Fig. 1: metal 1
Scale bar: 50 um. Cells faint in the background.
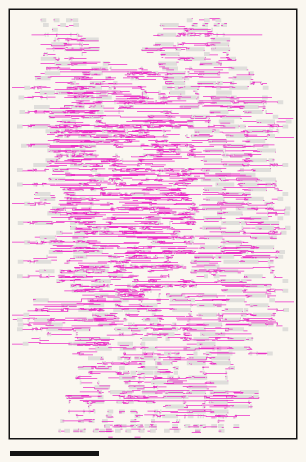
Fig. 2: signal wires on met2
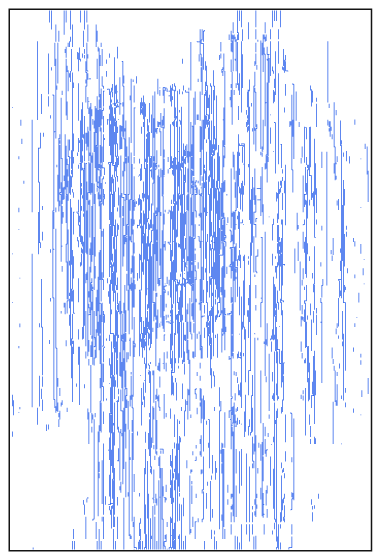
Fig. 3: metal 3
Scale bar: 50 um.
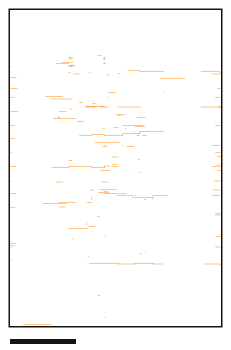
Fig. 4: the metal 4 layer
Scale bar: 50 um.
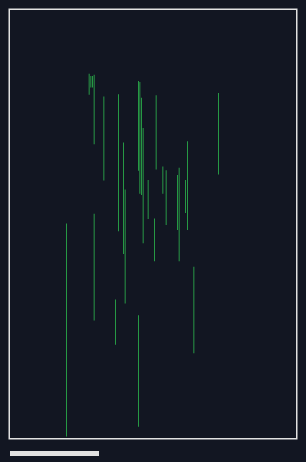
Fig. 5: clock nets
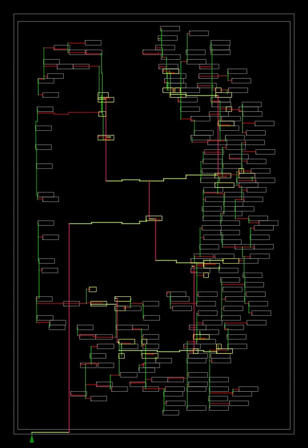
===== src/rtl/taiga_types.sv =====
// Shared types for the RV32I shift execution unit: op decode, stage-1 register
// and writeback FIFO entry.
package taiga_types;

    localparam int SHIFT_XLEN = 32;
    localparam int SHIFT_ID_W = 3;

    typedef enum logic [1:0] {SHIFT_SLL, SHIFT_SRL, SHIFT_SRA, SHIFT_ILLEGAL} shift_op_t;

    typedef struct packed {
        logic [SHIFT_XLEN-1:0] data;
        logic [4:0]            shamt;
        logic                  lshift;
        logic                  arith;
        logic [SHIFT_ID_W-1:0] id;
        logic [4:0]            rd;
        logic                  illegal;
    } shift_s1_t;

    typedef struct packed {
        logic [SHIFT_XLEN-1:0] data;
        logic [SHIFT_ID_W-1:0] id;
        logic [4:0]            rd;
        logic                  illegal;
    } shift_wb_t;

    function automatic shift_op_t decode_shift_op(input logic [2:0] fn3, input logic fn7_b5);
        case (fn3)
            3'b001:  return SHIFT_SLL;
            3'b101:  return fn7_b5 ? SHIFT_SRA : SHIFT_SRL;
            default: return SHIFT_ILLEGAL;
        endcase
    endfunction

endpackage


===== src/rtl/barrel_shifter.sv =====
// 32-bit barrel shifter: left shifts are done by bit-reversing around a
// single right shifter whose fill bit is `arith`.
module barrel_shifter (
    input  logic [31:0] shifter_input,
    input  logic [4:0]  shift_amount,
    input  logic        arith,
    input  logic        lshift,
    output logic [31:0] shifted_result
);
    logic [31:0]        rev_in;
    logic [31:0]        right;
    logic signed [32:0] ext;

    always_comb begin
        for (int i = 0; i < 32; i++) rev_in[i] = shifter_input[31-i];
        ext   = $signed({arith, lshift ? rev_in : shifter_input}) >>> shift_amount;
        right = ext[31:0];
        shifted_result = right;
        if (lshift)
            for (int i = 0; i < 32; i++) shifted_result[i] = right[31-i];
    end
endmodule


===== src/rtl/shift_unit_fifo.sv =====
// Small circular FIFO with flush; caller guarantees push only when space
// exists at the time the producer committed to the entry.
module shift_unit_fifo #(
    parameter type T     = logic [7:0],
    parameter int  DEPTH = 3,
    localparam int CW    = $clog2(DEPTH + 1),
    localparam int PW    = $clog2(DEPTH)
) (
    input  logic          clk,
    input  logic          rst_n,
    input  logic          flush,
    input  logic          push,
    input  T              din,
    input  logic          pop,
    output T              head,
    output logic          valid,
    output logic [CW-1:0] count
);
    T              mem [DEPTH];
    logic [PW-1:0] rd_ptr, wr_ptr;
    logic          pop_eff;

    function automatic logic [PW-1:0] wrap_inc(input logic [PW-1:0] p);
        return (p == PW'(DEPTH - 1)) ? '0 : p + 1'b1;
    endfunction

    assign valid   = (count != '0);
    assign pop_eff = pop & valid;
    assign head    = mem[rd_ptr];

    always_ff @(posedge clk or negedge rst_n) begin
        if (!rst_n) begin
            rd_ptr <= '0;
            wr_ptr <= '0;
            count  <= '0;
        end else if (flush) begin
            rd_ptr <= '0;
            wr_ptr <= '0;
            count  <= '0;
        end else begin
            if (push)    wr_ptr <= wrap_inc(wr_ptr);
            if (pop_eff) rd_ptr <= wrap_inc(rd_ptr);
            count <= count + CW'(push) - CW'(pop_eff);
        end
    end

    // Storage needs no reset: entries are only observed while count covers them.
    always_ff @(posedge clk) begin
        if (push && !flush) mem[wr_ptr] <= din;
    end
endmodule


===== src/rtl/shift_unit.sv =====
// RV32I shift execution unit: registered decode stage feeding barrel_shifter,
// results buffered in an output FIFO drained by the writeback handshake.
module shift_unit
    import taiga_types::*;
#(
    parameter int XLEN      = SHIFT_XLEN,
    parameter int ID_W      = SHIFT_ID_W,
    parameter int OUT_DEPTH = 3
) (
    input  logic            clk,
    input  logic            rst_n,
    input  logic            flush,
    input  logic            issue_valid,
    output logic            issue_ready,
    input  logic [ID_W-1:0] issue_id,
    input  logic [4:0]      issue_rd,
    input  logic [XLEN-1:0] rs1,
    input  logic [XLEN-1:0] rs2,
    input  logic [4:0]      imm_shamt,
    input  logic            use_imm,
    input  logic [2:0]      fn3,
    input  logic            fn7_b5,
    output logic            wb_valid,
    input  logic            wb_ack,
    output logic [ID_W-1:0] wb_id,
    output logic [4:0]      wb_rd,
    output logic [XLEN-1:0] wb_data,
    output logic            wb_illegal
);
    localparam int CW = $clog2(OUT_DEPTH + 1);

    shift_op_t     op;
    shift_s1_t     s1, s1_next;
    logic          s1_valid;
    logic          accept;
    logic [31:0]   shifted_result;
    shift_wb_t     wb_in, head;
    logic          fifo_valid;
    logic [CW-1:0] fifo_count;
    logic          rs2_unused;

    assign rs2_unused = ^rs2[XLEN-1:5];

    // Occupancy counts the op in S1 so its FIFO slot is reserved at issue.
    assign issue_ready = (int'(fifo_count) + int'(s1_valid)) < OUT_DEPTH;
    assign accept      = issue_valid & issue_ready & ~flush;

    always_comb begin
        op              = decode_shift_op(fn3, fn7_b5);
        s1_next         = '0;
        s1_next.data    = rs1;
        s1_next.shamt   = use_imm ? imm_shamt : rs2[4:0];
        s1_next.lshift  = (op == SHIFT_SLL);
        s1_next.arith   = (op == SHIFT_SRA) & rs1[XLEN-1];
        s1_next.id      = issue_id;
        s1_next.rd      = issue_rd;
        s1_next.illegal = (op == SHIFT_ILLEGAL);
    end

    always_ff @(posedge clk or negedge rst_n) begin
        if (!rst_n) begin
            s1_valid <= 1'b0;
            s1       <= '0;
        end else if (flush) begin
            s1_valid <= 1'b0;
        end else begin
            s1_valid <= accept;
            if (accept) s1 <= s1_next;
        end
    end

    barrel_shifter u_shifter (
        .shifter_input  (s1.data),
        .shift_amount   (s1.shamt),
        .arith          (s1.arith),
        .lshift         (s1.lshift),
        .shifted_result (shifted_result)
    );

    always_comb begin
        wb_in.data    = s1.illegal ? '0 : shifted_result;
        wb_in.id      = s1.id;
        wb_in.rd      = s1.rd;
        wb_in.illegal = s1.illegal;
    end

    shift_unit_fifo #(.T(shift_wb_t), .DEPTH(OUT_DEPTH)) u_fifo (
        .clk   (clk),
        .rst_n (rst_n),
        .flush (flush),
        .push  (s1_valid),
        .din   (wb_in),
        .pop   (wb_ack),
        .head  (head),
        .valid (fifo_valid),
        .count (fifo_count)
    );

    // Head fields read as zero when nothing is valid (reset, drained, flushed).
    assign wb_valid   = fifo_valid;
    assign wb_id      = fifo_valid ? head.id      : '0;
    assign wb_rd      = fifo_valid ? head.rd      : '0;
    assign wb_data    = fifo_valid ? head.data    : '0;
    assign wb_illegal = fifo_valid ? head.illegal : 1'b0;
endmodule


===== config.mk =====
export PLATFORM = sky130hd
export DESIGN_NAME = shift_unit
export DESIGN_NICKNAME = d
export VERILOG_FILES = /design/src/rtl/taiga_types.sv /design/src/rtl/barrel_shifter.sv /design/src/rtl/shift_unit_fifo.sv /design/src/rtl/shift_unit.sv
export SDC_FILE = /design/constraint.sdc
export NUM_CORES = 1
export LEC_CHECK = 0
export CORE_AREA = 2 2 159 239
export DETAILED_ROUTE_END_ITERATION = 7
export DIE_AREA = 0 0 161 241
export MAX_ROUTING_LAYER = met4
export PLACE_DENSITY_LB_ADDON = 0.15
export SLEW_MARGIN = 10
export SYNTH_ARGS = -nofsm -noshare
export SYNTH_HDL_FRONTEND = slang
export SYNTH_SLANG_ARGS = --single-unit

===== constraint.sdc =====
create_clock -name clk -period 5.35 [get_ports clk]
set_clock_uncertainty 0.15 [all_clocks]
set_input_delay 0.535 -clock clk [delete_from_list [all_inputs] [get_ports clk]]
set_output_delay 0.535 -clock clk [all_outputs]
set_load 0.01 [all_outputs]

==> Changelog: implementation <==
## Flow update

* Clk pwr at 1.26 mW
* Yosys xor share at 0.241%
* Slew Viols, Final at 0
* Startpoint types: flip-flop
* CP Class: reg -> reg
* CP Max Fanout at 33
* Top cells by count: nand2_1, nor2_1, edfxtp_1
* Gr usage total at 18.2%
* Status: finished clean
* Critical Path AT at 3700 ps
* CP max-delay cell: dfrtp_2
* Syn Inst Count at 1026
* Seq pwr at 2.16 mW
* Area delta synth->final at 18.1%
* Post-cts repair resize count at 0
* I/O pin count at 130
* CTS tree: built
* Post-DP Area at 12300 um^2
* Fin Setup TNS at 0 ps
* Simple Share, Synth at 13.9%
* Tool warnings at 54
* Internal power at 3.68 mW
* Yosys aoi share at 12.7%
* Vias per cell at 5.28
* Min Tclk post-route at 3680 ps
* Pin count of the biggest net entering global routing at 63
* Die Ht at 241 um
* Ys flop type: edfxtp_1
* Syn avg cell area at 10.6 um^2
* Mapped Nets at 1117
* Top power group: combinational logic
* Gr ovfl total at 0
* Clock Power Share at 19.9%
* Register-to-register setup slack at 1670 ps
* # port buffers at 102
* Crit path depth at 7
* Cell Area, Synth at 10900 um^2
* Ant diodes at 0
* Initial detailed-routing violation count at 449
* Post-Place Cells at 1542
* CP peak stage delay at 850 ps
* CP Capture Type: flip-flop
* Comb pwr share at 46.1%
* Comb area leader: multiplexers
* Top Family by Delay on Critical Path: AND-OR/OR-AND gates
* Hold buffers post-CTS at 0
* DRT Pass-1 Iters at 6
* WL/cell at 21.3 um
* Synth Area in Adders at 0.459%
* Clock transition at path regs at 70 ps
* Finished Layout Cells at 1574
* Async S/R FF share, synth at 30.9%
* Pre-Place Util at 29.8%
* CP bufs+invs at 1
* Pre-CTS setup slack at 1690 ps
* Post-synthesis cell type with the largest instance count: nand2_1
* Share of the synthesized area in the top cell type at 33.9%
* First-pass GRT wire length at 51600 um
* Maximum clock frequency at 272 MHz
* Antenna-violating nets left at 0
* Synth Seq Share at 46.5%
* Fin. Hold Viols at 0
* Worst ir drop on vdd at 0.173 mV
* Routed WL at 33600 um
* Via count of the first global-routing pass at 8215
* DP Wirelength at 24300 um
* Sequential Power Share at 34.1%
* Number of enable flip-flop cells at 123
* Tcrit/Tclk final at 68.7%
* Worst reg-to-reg path cell count at 7
* Root buffer cell: clkbuf_16
* Placeable Area at 36600 um^2
* Yosys stat area at 10900 um^2
* Layout cell share with drive strength beyond 1 at 13.3%
* Die Footprint at 38800 um^2
* Via count at 8312
* Worst hold margin at 54.3 ps
* Top cells excl fill/tap: nand2_1, nor2_1, edfxtp_1, clkdlybuf4s50_1, mux2i_1
* Final Power at 6.33 mW
* Tightest Hold Check Type: in -> async
* Initial antenna violation count at 0
* Biggest area consumer among synthesized cells: edfxtp_1
* R2r startpoint: s1[10]
* NumNets Final at 1168
* Longest Clk Path Bufs at 2
* Post-CTS Repair Setup Buffers at 0
* Setup violations, final at 0
* Placer Congestion at 0.937
* PwrDens at 491 nW/um^2
* Fin util at 35.2%
* P_leak at 4.72 nW
* Worst setup path start: s1[10]
* Yosys cell types at 75
* Max cap viols at 0
* Cells in synth_stat.txt at 1026
* CP Capture Point: u_fifo.mem[0][12]
* Top area cell types: edfxtp_1, dfrtp_1, mux2i_1, mux4_2, nand2_1
* Critical Path RT at 5370 ps
* Die Wd at 161 um
* Combinational logic power at 2.92 mW
* Slew @ Worst Pin at 948 ps
* H-Tree Level Count at 4
* Post-synth regs at 178
* Worst path cell trace: buf_4, xor2_1, mux2_2, mux2i_1, a211oi_1, o41ai_2, o22ai_1
* Residual DRC at 0
* Std-Cell Rows at 86
* Number of fill cells at 3790
* Post-route cell area at 12900 um^2
* RSZ-0062 raised after global routing: false
* NetSw at 2.65 mW
* R2R Path End: u_fifo.mem[0][12]
* Worst slew margin at 36.8%
* MUX area fraction at 21.4%
* Sw Share at 41.8%
* Final WS setup at 1670 ps
* Synthesis Warnings at 0
* Commonest Layout Cell: nand2_1
Back to the opening pictures, Fig. 1:
nets with wire on the layer: 1042
wire length on this layer: 13700 um
share of all routed wire: 41%
main direction: horizontal
longest straight run: 63.9 um

Back to the opening pictures, Fig. 2:
longest straight run: 98.6 um
nets with wire on the layer: 907
main direction: vertical

Back to the opening pictures, Fig. 3:
share of all routed wire: 2.6%
wire length on this layer: 855 um
main direction: horizontal
longest straight run: 21.9 um
nets with wire on the layer: 98

Back to the opening pictures, Fig. 4:
main direction: vertical
nets with wire on the layer: 22
share of all routed wire: 3.5%
longest straight run: 120 um
wire length on this layer: 1190 um

Back to the opening pictures, Fig. 5:
flip-flops: 178
clock sinks: 178
number of CTS-inserted buffers: 17
Late-Pin Clk Latency: 460 ps

layer usage:
| metal | vias up | routed length [um] | global-route usage, % |
|---|---|---|---|
| met5 | - | 0 | - |
| met4 | 0 | 1190 | 7.58 |
| met3 | 60 | 855 | 2.51 |
| met2 | 183 | 17800 | 32.4 |
| met1 | 4144 | 13700 | 20.6 |
| li1 | 3925 | - | - |
state kept, by name, indices dropped and copies added (netlist names):
register	flops
u_fifo.mem	123
u_fifo.rd_ptr	2
u_fifo.wr_ptr	2
u_fifo.count	2
s1	48
s1_valid	1
area by class of cell:
class                   instances  area [um^2]  share of cell area (%)
clock inverters                15          174                    1.35
multi-input cells             744         5360                    41.6
clock buffers                  17          425                    3.30
inverters                      13         48.8                   0.379
flip-flops and latches        178         5080                    39.4
well taps                     484          606                    4.70
repair buffers                123         1190                    9.21
No activity file was given, so power comes from the tool's default toggle rates.
